**config.mk**
```make
export PLATFORM = sky130hd
export DESIGN_NAME = psl_mmio_initiator
export DESIGN_NICKNAME = d
export VERILOG_FILES = /design/src/rtl/psl_mmio_pkg.sv /design/src/rtl/psl_mmio_initiator_cmd_fifo.sv /design/src/rtl/psl_mmio_initiator.sv
export SDC_FILE = /design/constraint.sdc
export NUM_CORES = 1
export LEC_CHECK = 0
export ABC_CLOCK_PERIOD_IN_PS = 5160
export CORE_AREA = 3 3 194 338
export CTS_BUF_LIST = sky130_fd_sc_hd__clkbuf_8
export DETAILED_ROUTE_END_ITERATION = 7
export DIE_AREA = 0 0 197 341
export PLACE_DENSITY = 0.62
export SYNTH_ARGS = -nofsm -noshare
export SYNTH_HDL_FRONTEND = slang
export SYNTH_HIERARCHICAL = 1
export SYNTH_SLANG_ARGS = --single-unit
```
**constraint.sdc**
```tcl
create_clock -name clk -period 5.16 [get_ports clk]
set_input_delay 0.516 -clock clk [delete_from_list [all_inputs] [get_ports clk]]
set_output_delay 0.516 -clock clk [all_outputs]
set_load 0.05 [all_outputs]
```
**src/rtl/psl_mmio_pkg.sv**
```systemverilog
// Shared definitions for the PSL-side MMIO initiator: AFU register map,
// queued command layout, FSM states and parity helper.
package psl_mmio_pkg;

    localparam logic [23:0] REG_CONTROL        = 24'h00_0002;
    localparam logic [23:0] REG_THRESHOLD      = 24'h00_0003;
    localparam logic [23:0] REG_READ_BASE      = 24'h00_0004;
    localparam logic [23:0] REG_WRITE_BASE     = 24'h00_0006;
    localparam logic [23:0] REG_READS_RECEIVED = 24'h00_0008;
    localparam logic [23:0] REG_READS_WRITTEN  = 24'h00_0009;
    localparam logic [23:0] REG_NUM_ITEMS      = 24'h00_000a;
    localparam logic [23:0] REG_START          = 24'h00_0010;
    localparam logic [23:0] REG_RESET          = 24'h00_0020;
    localparam logic [23:0] REG_STATUS         = 24'h00_0030;
    localparam logic [23:0] REG_DDR3_BASE      = 24'h00_0040;

    typedef struct packed {
        logic        rnw;
        logic        dw;
        logic        afu_desc;
        logic [23:0] addr;
        logic [63:0] wdata;
    } mmio_cmd_t;

    localparam int unsigned CMD_W = $bits(mmio_cmd_t);

    typedef enum logic [1:0] {
        ST_IDLE,
        ST_ISSUE,
        ST_WAIT_ACK,
        ST_RESP
    } mmio_state_e;

    // Parity bit that makes ones(v) + bit odd.
    function automatic logic odd_parity64(input logic [63:0] v);
        return ~^v;
    endfunction

endpackage

```
**src/rtl/psl_mmio_initiator_cmd_fifo.sv**
```systemverilog
// Synchronous first-word-fall-through FIFO for packed MMIO commands,
// with occupancy count and full/empty flags.
module psl_mmio_cmd_fifo #(
    parameter int unsigned DEPTH = 4,
    parameter int unsigned WIDTH = 91
) (
    input  logic                   clk,
    input  logic                   rstb,
    input  logic                   i_push,
    input  logic [WIDTH-1:0]       i_wdata,
    input  logic                   i_pop,
    output logic [WIDTH-1:0]       o_rdata,
    output logic [$clog2(DEPTH):0] o_count,
    output logic                   o_full,
    output logic                   o_empty
);

    localparam int unsigned AW       = $clog2(DEPTH);
    localparam logic [AW:0] FULL_CNT = (AW + 1)'(DEPTH);

    logic [WIDTH-1:0] r_mem [DEPTH];
    logic [AW-1:0]    r_wptr;
    logic [AW-1:0]    r_rptr;
    logic [AW:0]      r_count;
    logic             w_do_push;
    logic             w_do_pop;

    assign o_full    = (r_count == FULL_CNT);
    assign o_empty   = (r_count == '0);
    assign o_count   = r_count;
    assign o_rdata   = r_mem[r_rptr];
    assign w_do_pop  = i_pop & ~o_empty;
    // A simultaneous pop frees the slot a full-queue push needs.
    assign w_do_push = i_push & (~o_full | w_do_pop);

    always_ff @(posedge clk) begin
        if (!rstb) begin
            r_wptr  <= '0;
            r_rptr  <= '0;
            r_count <= '0;
        end else begin
            if (w_do_push) r_wptr <= r_wptr + 1'b1;
            if (w_do_pop)  r_rptr <= r_rptr + 1'b1;
            unique case ({w_do_push, w_do_pop})
                2'b10:   r_count <= r_count + 1'b1;
                2'b01:   r_count <= r_count - 1'b1;
                default: r_count <= r_count;
            endcase
        end
    end

    always_ff @(posedge clk) begin
        if (w_do_push) r_mem[r_wptr] <= i_wdata;
    end

endmodule

```
**src/rtl/psl_mmio_initiator.sv**
```systemverilog
// PSL-side MMIO initiator: queues commands, issues one access at a time
// into an AFU MMIO slave, and reports data, timeout, alignment and parity status.
module psl_mmio_initiator
    import psl_mmio_pkg::*;
#(
    parameter int unsigned CMD_DEPTH      = 4,
    parameter int unsigned TIMEOUT_CYCLES = 255,
    parameter bit          CHECK_RPAR     = 1'b0
) (
    input  logic        clk,
    input  logic        rstb,
    input  logic        cmd_valid,
    output logic        cmd_ready,
    input  logic        cmd_rnw,
    input  logic        cmd_dw,
    input  logic        cmd_afu_desc,
    input  logic [23:0] cmd_addr,
    input  logic [63:0] cmd_wdata,
    output logic        mmio_valid,
    output logic        mmio_rnw,
    output logic        mmio_dw,
    output logic        mmio_afu_desc,
    output logic [23:0] mmio_addr,
    output logic        mmio_addrpar,
    output logic [63:0] mmio_wdata,
    output logic        mmio_wpar,
    input  logic        mmio_ack,
    input  logic [63:0] mmio_rdata,
    input  logic        mmio_rpar,
    output logic        rsp_valid,
    input  logic        rsp_ready,
    output logic [63:0] rsp_rdata,
    output logic        rsp_timeout,
    output logic        rsp_err,
    output logic        rsp_rpar_err,
    output logic        busy,
    output logic        spurious_ack
);

    localparam int unsigned CW       = $clog2(CMD_DEPTH);
    localparam logic [15:0] TMO_LAST = 16'(TIMEOUT_CYCLES - 1);

    mmio_state_e r_state;
    mmio_state_e w_state_nxt;

    mmio_cmd_t   w_cmd_in;
    mmio_cmd_t   w_cmd_out;
    logic [CW:0] w_count;
    logic        w_full;
    logic        w_empty;
    logic        w_push;
    logic        w_pop;
    logic        w_misaligned;
    logic        w_timeout_hit;
    logic [63:0] w_ack_rdata;

    logic [15:0] r_timer;
    logic        r_mmio_rnw;
    logic        r_mmio_dw;
    logic        r_mmio_afu_desc;
    logic [23:0] r_mmio_addr;
    logic [63:0] r_mmio_wdata;
    logic        r_addrpar;
    logic        r_wpar;
    logic [63:0] r_rsp_rdata;
    logic        r_rsp_timeout;
    logic        r_rsp_err;
    logic        r_rsp_rpar_err;
    logic        r_spurious;
    logic        r_armed;

    always_comb begin
        w_cmd_in          = '0;
        w_cmd_in.rnw      = cmd_rnw;
        w_cmd_in.dw       = cmd_dw;
        w_cmd_in.afu_desc = cmd_afu_desc;
        w_cmd_in.addr     = cmd_addr;
        w_cmd_in.wdata    = cmd_wdata;
    end

    assign cmd_ready = ~w_full;
    assign w_push    = cmd_valid & cmd_ready;
    assign w_pop     = (r_state == ST_IDLE) & ~w_empty;

    psl_mmio_cmd_fifo #(
        .DEPTH (CMD_DEPTH),
        .WIDTH (CMD_W)
    ) u_cmd_fifo (
        .clk     (clk),
        .rstb    (rstb),
        .i_push  (w_push),
        .i_wdata (w_cmd_in),
        .i_pop   (w_pop),
        .o_rdata (w_cmd_out),
        .o_count (w_count),
        .o_full  (w_full),
        .o_empty (w_empty)
    );

    assign w_misaligned  = w_cmd_out.dw & w_cmd_out.addr[0];
    assign w_timeout_hit = (r_timer == TMO_LAST);

    always_comb begin
        w_ack_rdata = '0;
        if (r_mmio_rnw) begin
            w_ack_rdata = r_mmio_dw ? mmio_rdata : {32'h0, mmio_rdata[31:0]};
        end
    end

    always_ff @(posedge clk) begin
        if (!rstb) r_state <= ST_IDLE;
        else       r_state <= w_state_nxt;
    end

    always_comb begin
        w_state_nxt = r_state;
        unique case (r_state)
            ST_IDLE:     if (w_pop) w_state_nxt = w_misaligned ? ST_RESP : ST_ISSUE;
            ST_ISSUE:    w_state_nxt = ST_WAIT_ACK;
            ST_WAIT_ACK: if (mmio_ack || w_timeout_hit) w_state_nxt = ST_RESP;
            ST_RESP:     if (rsp_ready) w_state_nxt = ST_IDLE;
            default:     w_state_nxt = ST_IDLE;
        endcase
    end

    always_ff @(posedge clk) begin
        if (!rstb) begin
            r_timer         <= '0;
            r_mmio_rnw      <= 1'b0;
            r_mmio_dw       <= 1'b0;
            r_mmio_afu_desc <= 1'b0;
            r_mmio_addr     <= '0;
            r_mmio_wdata    <= '0;
            r_addrpar       <= 1'b0;
            r_wpar          <= 1'b0;
            r_rsp_rdata     <= '0;
            r_rsp_timeout   <= 1'b0;
            r_rsp_err       <= 1'b0;
            r_rsp_rpar_err  <= 1'b0;
        end else begin
            unique case (r_state)
                ST_IDLE: begin
                    // Misaligned commands leave the bus fields untouched.
                    if (w_pop && w_misaligned) begin
                        r_rsp_err   <= 1'b1;
                        r_rsp_rdata <= '0;
                    end else if (w_pop) begin
                        r_mmio_rnw      <= w_cmd_out.rnw;
                        r_mmio_dw       <= w_cmd_out.dw;
                        r_mmio_afu_desc <= w_cmd_out.afu_desc;
                        r_mmio_addr     <= w_cmd_out.addr;
                        r_mmio_wdata    <= w_cmd_out.wdata;
                        r_addrpar       <= odd_parity64({40'h0, w_cmd_out.addr});
                        r_wpar          <= odd_parity64(w_cmd_out.wdata);
                    end
                end
                ST_ISSUE: r_timer <= '0;
                ST_WAIT_ACK: begin
                    r_timer <= r_timer + 16'd1;
                    if (mmio_ack) begin
                        r_rsp_rdata    <= w_ack_rdata;
                        r_rsp_rpar_err <= CHECK_RPAR & r_mmio_rnw &
                                          (mmio_rpar != odd_parity64(w_ack_rdata));
                    end else if (w_timeout_hit) begin
                        r_rsp_timeout <= 1'b1;
                        r_rsp_rdata   <= '1;
                    end
                end
                ST_RESP: begin
                    if (rsp_ready) begin
                        r_rsp_rdata    <= '0;
                        r_rsp_timeout  <= 1'b0;
                        r_rsp_err      <= 1'b0;
                        r_rsp_rpar_err <= 1'b0;
                    end
                end
                default: r_timer <= '0;
            endcase
        end
    end

    // Acks count as spurious only once an access has been issued since reset,
    // so a slave still answering a pre-reset access is ignored.
    always_ff @(posedge clk) begin
        if (!rstb) begin
            r_armed    <= 1'b0;
            r_spurious <= 1'b0;
        end else begin
            if (r_state == ST_ISSUE) r_armed <= 1'b1;
            if (mmio_ack && (r_state != ST_WAIT_ACK) && (r_armed || (r_state == ST_ISSUE))) begin
                r_spurious <= 1'b1;
            end
        end
    end

    assign mmio_valid    = (r_state == ST_ISSUE);
    assign mmio_rnw      = r_mmio_rnw;
    assign mmio_dw       = r_mmio_dw;
    assign mmio_afu_desc = r_mmio_afu_desc;
    assign mmio_addr     = r_mmio_addr;
    assign mmio_addrpar  = r_addrpar;
    assign mmio_wdata    = r_mmio_wdata;
    assign mmio_wpar     = r_wpar;
    assign rsp_valid     = (r_state == ST_RESP);
    assign rsp_rdata     = r_rsp_rdata;
    assign rsp_timeout   = r_rsp_timeout;
    assign rsp_err       = r_rsp_err;
    assign rsp_rpar_err  = r_rsp_rpar_err;
    assign busy          = (w_count != '0) | (r_state != ST_IDLE);
    assign spurious_ack  = r_spurious;

endmodule

```
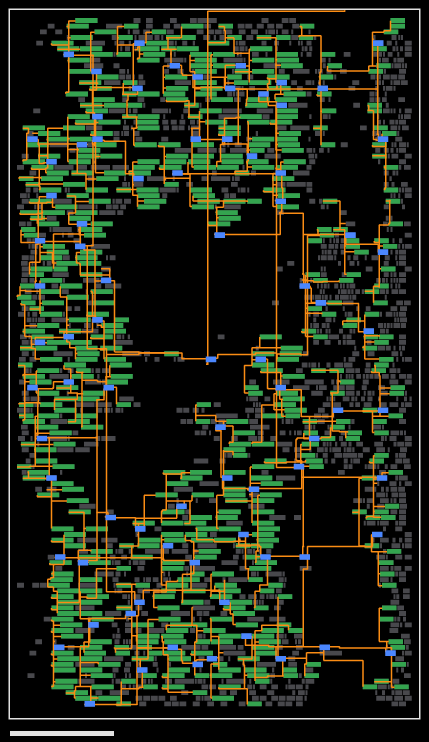
run_1/clk_routes.png
The bar under the picture is 50 um long.
Blue stands for clock drivers, count 82. Green stands for flip-flops, count 552. Orange stands for clock wires, length 7,250 um.
There are 83 routed clock nets.

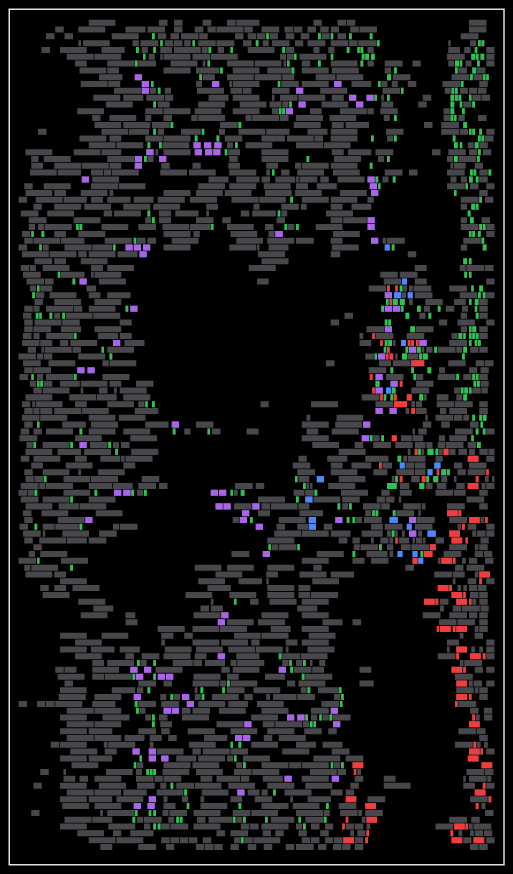
run_1/logic_types.png
Red stands for nor cells, cells 95. Blue stands for and/or cells, cells 19, where east. Purple stands for xor and xnor cells, cells 100. Green stands for nand cells, cells 344, where widely spread.
dominant logic cell type in the layout: edfxtp_1
combinational share of cell area: 24.43%
post-route insts no fill: 2,730

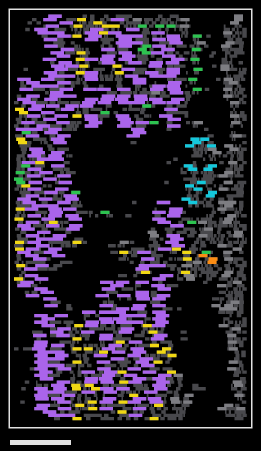
run_1/flops_by_reg.png
The bar under the picture is 50 um long.
Yellow stands for `mmio_wdata`, flops 64. Orange stands for `u_cmd_fifo/o_count`, flops 3. Cyan stands for `r_timer`, flops 16. Green stands for `mmio_addr`, flops 24. Purple stands for `u_cmd_fifo/r_mem`, flops 364.
Another 81 sequential cells are not colored.

[run 1: cell families after synthesis]
kind of cell,count (synthesis),synth area share [%]
DFF,552,66.77
and+or+nand+nor,458,9.881
AOI/OAI and AO/OA,183,5.799
buffers and inverters,108,2.564
xor gates and xnor gates,100,3.980
muxes,94,10.22
adders and majority gates,13,0.7732
other,1,0.01704
[run 1: per-layer routing]
layer / share of wire [%] / routed length, um / track usage (%) / up-vias
met2: 52 / 27950 / 28.57 / 377
met3: 6.0 / 3213 / 3.941 / 86
met1: 39 / 21070 / 18.21 / 6558
met5: 0.057 / 31 / 0 / -
met4: 3.2 / 1717 / 7.551 / 4
li1: - / - / - / 6203
==> ci_impl_report.md, run 1 <==
### Yosys + OpenROAD results

| Metric | Value |
|---|---|
| Worst setup EP type | `flip-flop` |
| Slew headroom | `between 10% and 20%` |
| Clock buffer count from CTS | `82` |
| RSZ-0062 raised after global routing | `no` |
| Cell family with most CP delay | `simple AND/OR/NAND/NOR gates` |
| DR DRC count | `0` |
| Sequential share of power | `35.2%` |
| Combinational power share | `a little over two fifths` |
| Pre-Place Util | `between 30% and 40%` |
| Floorplan Nets | `approximately 1.7k` |
| Share of cells above drive strength 1 | `about 12%` |
| Largest Register | `u_cmd_fifo/r_mem` |
| Clkbuf count | `94` |
| Placed Area | `between 0.02 and 0.03 mm2` |
| R2r setup slk | `1.30 ns` |
| Clk ins delay skew pair | `about 0.70 ns` |
| Max reg flops | `364` |
| Invs w/o clock | `17` |
| Total GRT Usage | `16.13%` |
| Cell internal pwr | `10.20 mW` |
| Most common logic cells in the final layout | `edfxtp_1, clkdlybuf4s50_1, nand2_1` |
| Asr flop ratio synth | `0%` |
| First-pass GRT wire length | `about 80,000 um` |
| Post-DP HPWL | `~35,000 um` |
| Crit-path max FO | `64` |
| Net Switching | `around 6.5 mW` |
| Worst slew pin tran | `around 1.3 ns` |
| Clk. pwr | `between 3 and 4 mW` |
| Comb_multi_in | `~850` |
| Routed len/inst | `a little under 20 um` |
| Synthesized registers | `about 550` |
| Status | `completed` |
==> run 2: changes to the inputs <==
--- a/config.mk
+++ b/config.mk
@@ -5,7 +5,7 @@
 export SDC_FILE = /design/constraint.sdc
 export NUM_CORES = 1
 export LEC_CHECK = 0
-export ABC_CLOCK_PERIOD_IN_PS = 5160
+export ABC_CLOCK_PERIOD_IN_PS = 4000
 export CORE_AREA = 3 3 194 338
 export CTS_BUF_LIST = sky130_fd_sc_hd__clkbuf_8
 export DETAILED_ROUTE_END_ITERATION = 7
==> constraint.sdc (replaced) <==
create_clock -name clk -period 4 [get_ports clk]
set_input_delay 0.4 -clock clk [delete_from_list [all_inputs] [get_ports clk]]
set_output_delay 0.4 -clock clk [all_outputs]
set_load 0.05 [all_outputs]
==> ci_impl_report.md, run 2 <==
### Yosys + OpenROAD results

| Metric | Value |
|---|---|
| WL met3 | `3410 um (+6.1%)` |
| RSZ-0062 raised after global routing | `no` |
| Floorplan Nets | `1,683 (unchanged)` |
| Crit path top cell by count | `nor2_1` |
| Total GRT Usage | `16.01% (-0.13 points)` |
| Asr flop ratio synth | `0% (unchanged)` |
| Net Switching | `8.423 mW (+29%)` |
| WL met1 | `21,370 um (+1.4%)` |
| Top cell category | `registers` |
| Mux share | `10.22% (unchanged)` |
| CP Class | `flip-flop to flip-flop` |
| Filler cells | `5,727` |
| Met2 routed WL | `28,150 um (+0.72%)` |
| Worst setup EP type | `flip-flop` |
| Routed len/inst | `19.77 um (about the same)` |
| Sequential share of power | `34.9% (-0.3 points)` |
| Status | `completed` |
| Post-DP HPWL | `35,020 um (+0.47%)` |
| Synthesized registers | `552 (unchanged)` |
| Combinational power share | `43.3% (+0.3 points)` |
| Clk. pwr | `4.72 mW (+29%)` |
| Met2 Resource Use GR | `28.93% (+0.36 points)` |
| DR top layer | `met5` |
| Comb area leader | `multiplexers` |
| Xor/xnor share | `3.980% (unchanged)` |
| DR DRC count | `0 (unchanged)` |
| Post-Synth AOI/OAI Area | `5.799% (unchanged)` |
| Max reg flops | `364 (unchanged)` |
| Slew headroom | `16.66% (+1.3 points)` |
| Comb_multi_in | `849 (unchanged)` |
| Share of cells above drive strength 1 | `12.98% (+0.60 points)` |
| Post-synthesis simple-gate area fraction | `9.881% (unchanged)` |
| Placed Area | `0.02614 mm2 (+0.46%)` |
| Invs w/o clock | `17 (unchanged)` |
| Clock buffer count from CTS | `83 (+1.2%)` |
| Most common logic cells in the final layout | `edfxtp_1, clkdlybuf4s50_1, nand2_1` |
| Dominant logic cell type in the layout | `edfxtp_1` |
| Met3 usage | `4.286% (+0.35 points)` |
| Cell internal pwr | `13.22 mW (+30%)` |
| Crit-path max FO | `33 (-48%)` |
| FA/HA/MAJ Cells, Area Fraction | `0.7732% (unchanged)` |
| Post-route insts no fill | `2,738 (+0.29%)` |
| WP data arrival | `between 3 and 4 ns` |
| Busiest grt layer | `met2` |
| First-pass GRT wire length | `82,370 um (about the same)` |
| Combinational share of cell area | `24.31% (-0.13 points)` |
| Worst slew pin tran | `1.250 ns (-0.01973 ns)` |
## run 2: cell counts after synthesis
No cell type changed its count.
## run 2: worst paths after layout
path                             start                         end  slack, ns  depth (start not counted)
min                               rstb     r_state[0]$_SDFFE_PN0P_       0.26                          2
max reg2reg                  flip-flop  rsp_rdata[58]$_SDFFE_PN0P_       0.72                          9
min reg2reg  rsp_rdata[6]$_SDFFE_PN0P_   rsp_rdata[6]$_SDFFE_PN0P_       0.45                          2
max                          flip-flop  rsp_rdata[58]$_SDFFE_PN0P_       0.72                          9
## run 2: critical path, delay by kind of cell (launching register included)
kind	cells	cell delay (ns)
buf+inv	2	0.71
simple gates	5	1.30
compound gates	1	0.23
flops	1	0.52
mux	1	0.38
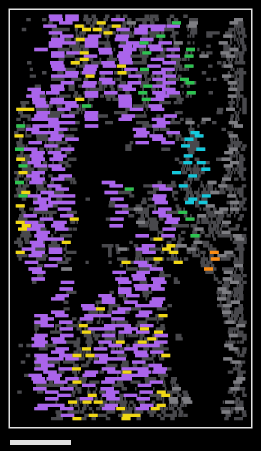
run_2/flops_by_reg.png
The bar under the picture is 50 um long.
Orange stands for `u_cmd_fifo/o_count`, flops 3. Green stands for `mmio_addr`, flops 24. Yellow stands for `mmio_wdata`, flops 64. Purple stands for `u_cmd_fifo/r_mem`, flops 364. Cyan stands for `r_timer`, flops 16.
Another 81 sequential cells are not colored.
Seq power: 7.56 mW
Flop area: 0.01470 mm2
final core occ: 44.13%
fraction of area in registers: 52.71%

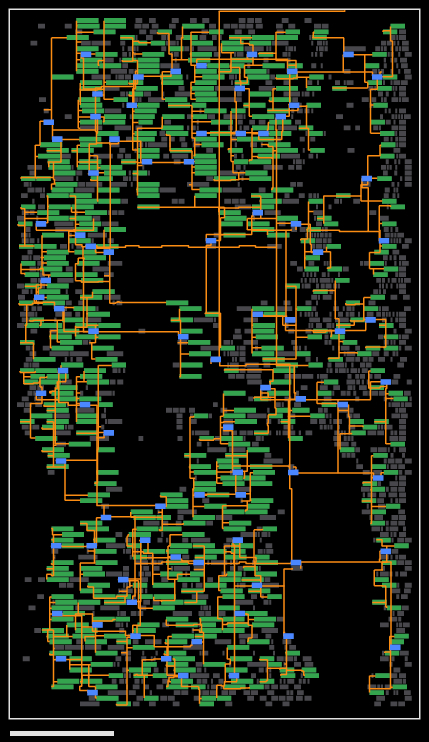
run_2/clk_routes.png
The bar under the picture is 50 um long.
Blue stands for clock drivers, count 83. Green stands for flip-flops, count 552. Orange stands for clock wires, length 7,380 um.
Position of the flops: widely spread.
clk ins delay skew pair: 0.67 ns
clock network fraction of design power: 21.8%

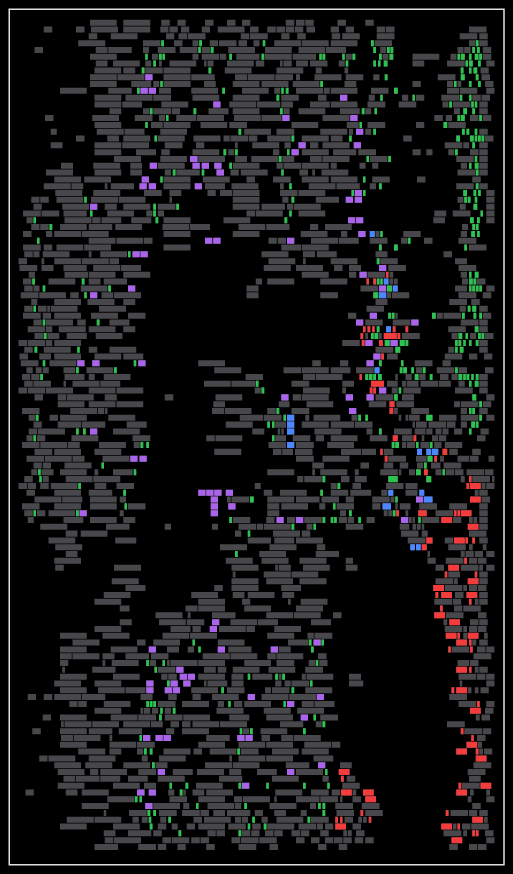
run_2/logic_types.png
Purple stands for xor and xnor cells, cells 100. Green stands for nand cells, cells 344, where widely spread. Red stands for nor cells, cells 95. Blue stands for and/or cells, cells 19, where east.

==> run 3: changes to the inputs <==
--- a/config.mk
+++ b/config.mk
@@ -5,12 +5,12 @@
 export SDC_FILE = /design/constraint.sdc
 export NUM_CORES = 1
 export LEC_CHECK = 0
-export ABC_CLOCK_PERIOD_IN_PS = 4000
+export ABC_CLOCK_PERIOD_IN_PS = 3000
 export CORE_AREA = 3 3 194 338
 export CTS_BUF_LIST = sky130_fd_sc_hd__clkbuf_8
 export DETAILED_ROUTE_END_ITERATION = 7
 export DIE_AREA = 0 0 197 341
-export PLACE_DENSITY = 0.62
+export PLACE_DENSITY = 0.64
 export SYNTH_ARGS = -nofsm -noshare
 export SYNTH_HDL_FRONTEND = slang
 export SYNTH_HIERARCHICAL = 1
==> constraint.sdc (replaced) <==
create_clock -name clk -period 3 [get_ports clk]
set_input_delay 0.3 -clock clk [delete_from_list [all_inputs] [get_ports clk]]
set_output_delay 0.3 -clock clk [all_outputs]
set_load 0.05 [all_outputs]
==> ci_impl_report.md, run 3 <==
### Yosys + OpenROAD results

| Metric | Value |
|---|---|
| Flop area | `0.01470 mm2 (unchanged)` |
| WL met3 | `3880 um (+14%)` |
| Clock network fraction of design power | `21.9% (about the same)` |
| DR top layer | `met5` |
| Slew headroom | `51.90% (+35 points)` |
| Met2 Resource Use GR | `29.08% (+0.15 points)` |
| Clk ins delay skew pair | `0.69 ns (+0.02 ns)` |
| Worst setup EP type | `flip-flop` |
| Post-route insts no fill | `2,744 (+0.22%)` |
| Dominant logic cell type in the layout | `edfxtp_1` |
| Hold Path Origin | `mmio_ack` |
| Clk. pwr | `6.47 mW (+37%)` |
| Floorplan Nets | `1,683 (unchanged)` |
| Busiest grt layer | `met2` |
| CP Depth | `10 (+1)` |
| Met3 usage | `4.889% (+0.60 points)` |
| CP Class | `flip-flop to flip-flop` |
| Placed Area | `0.02630 mm2 (+0.60%)` |
| DR DRC count | `0 (unchanged)` |
| First-pass GRT wire length | `83,220 um (+1.0%)` |
| Worst slew pin tran | `0.7192 ns (-0.5308 ns)` |
| Status | `completed` |
| Net Switching | `11.35 mW (+35%)` |
| Share of cells above drive strength 1 | `13.41% (+0.43 points)` |
| CP Buf/Inv Count | `2 (unchanged)` |
| Sequential share of power | `34.0% (-0.9 points)` |
| Hold path cells | `2 (unchanged)` |
| Max reg flops | `364 (unchanged)` |
| Most common logic cells in the final layout | `edfxtp_1, clkdlybuf4s50_1, nand2_1` |
| Critical R2R Capture | `mmio_wpar$_SDFFE_PN0P_` |
| WL met1 | `21,140 um (-1.1%)` |
| Asr flop ratio synth | `0% (unchanged)` |
| Crit path top cell by count | `xnor2_1` |
| Cell family with most CP delay | `XOR/XNOR gates` |
| Post-DP HPWL | `36,650 um (+4.7%)` |
| R2r worst-path depth | `10 (+1)` |
-- run 3: cell families (layout without fill, tap and decap cells) --
family	after synthesis	in the layout	share of synthesized area, %
other	1	7	0.01704
XOR/XNOR	100	100	3.980
flip-flops	552	552	66.77
multiplexers	94	94	10.22
adder cells (fa/ha/maj)	13	13	0.7732
AND/OR/NAND/NOR	458	458	9.881
buffers and inverters	108	531	2.564
AND-OR/OR-AND	183	183	5.799
-- run 3: layout make-up --
class | instances | area share [%]
repair buffers | 362 | 13.34
well taps | 806 | 3.589
inverters | 17 | 0.2271
multi-input cells | 849 | 24.16
flip-flops and latches | 552 | 52.33
diodes | 6 | 0.05344
clock buffers | 97 | 4.752
clock inverters | 55 | 1.545
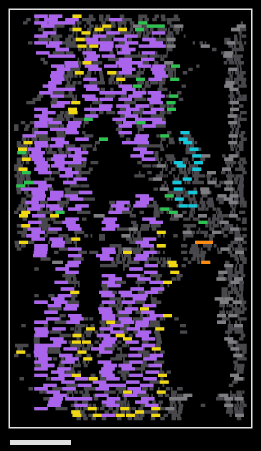
run_3/flops_by_reg.png
The bar under the picture is 50 um long.
Yellow stands for `mmio_wdata`, flops 64. Orange stands for `u_cmd_fifo/o_count`, flops 3. Cyan stands for `r_timer`, flops 16. Green stands for `mmio_addr`, flops 24. Purple stands for `u_cmd_fifo/r_mem`, flops 364.
Another 81 sequential cells are not colored.
final core occ: 44.46%
fraction of area in registers: 52.33%
Seq power: 10.0 mW

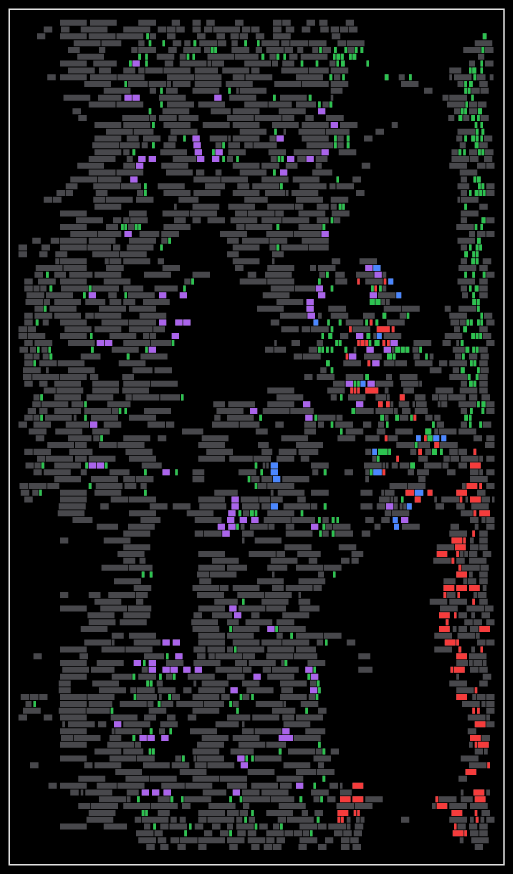
run_3/logic_types.png
Blue stands for and/or cells, cells 19, where east. Green stands for nand cells, cells 344, where widely spread. Purple stands for xor and xnor cells, cells 100. Red stands for nor cells, cells 95.

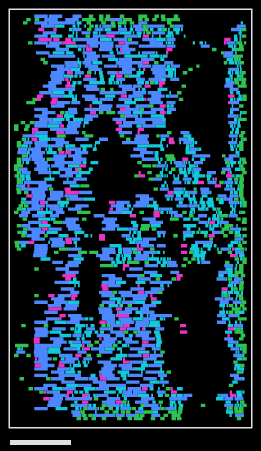
run_3/placement_by_type.png
The bar under the picture is 50 um long.
Cyan stands for combinational and other logic, cells 866, share of their area 25%. Magenta stands for clock drivers and dummy loads, cells 152, share of their area 6.5%. Green stands for remaining buffers and delay cells, cells 362, share of their area 14%. Blue stands for sequential cells, cells 552, share of their area 54%.
Core Region: 0.06320 mm2
Rows: 122
final non-filler cell area: 0.02810 mm2

Power is estimated from default activity; no workload was simulated.
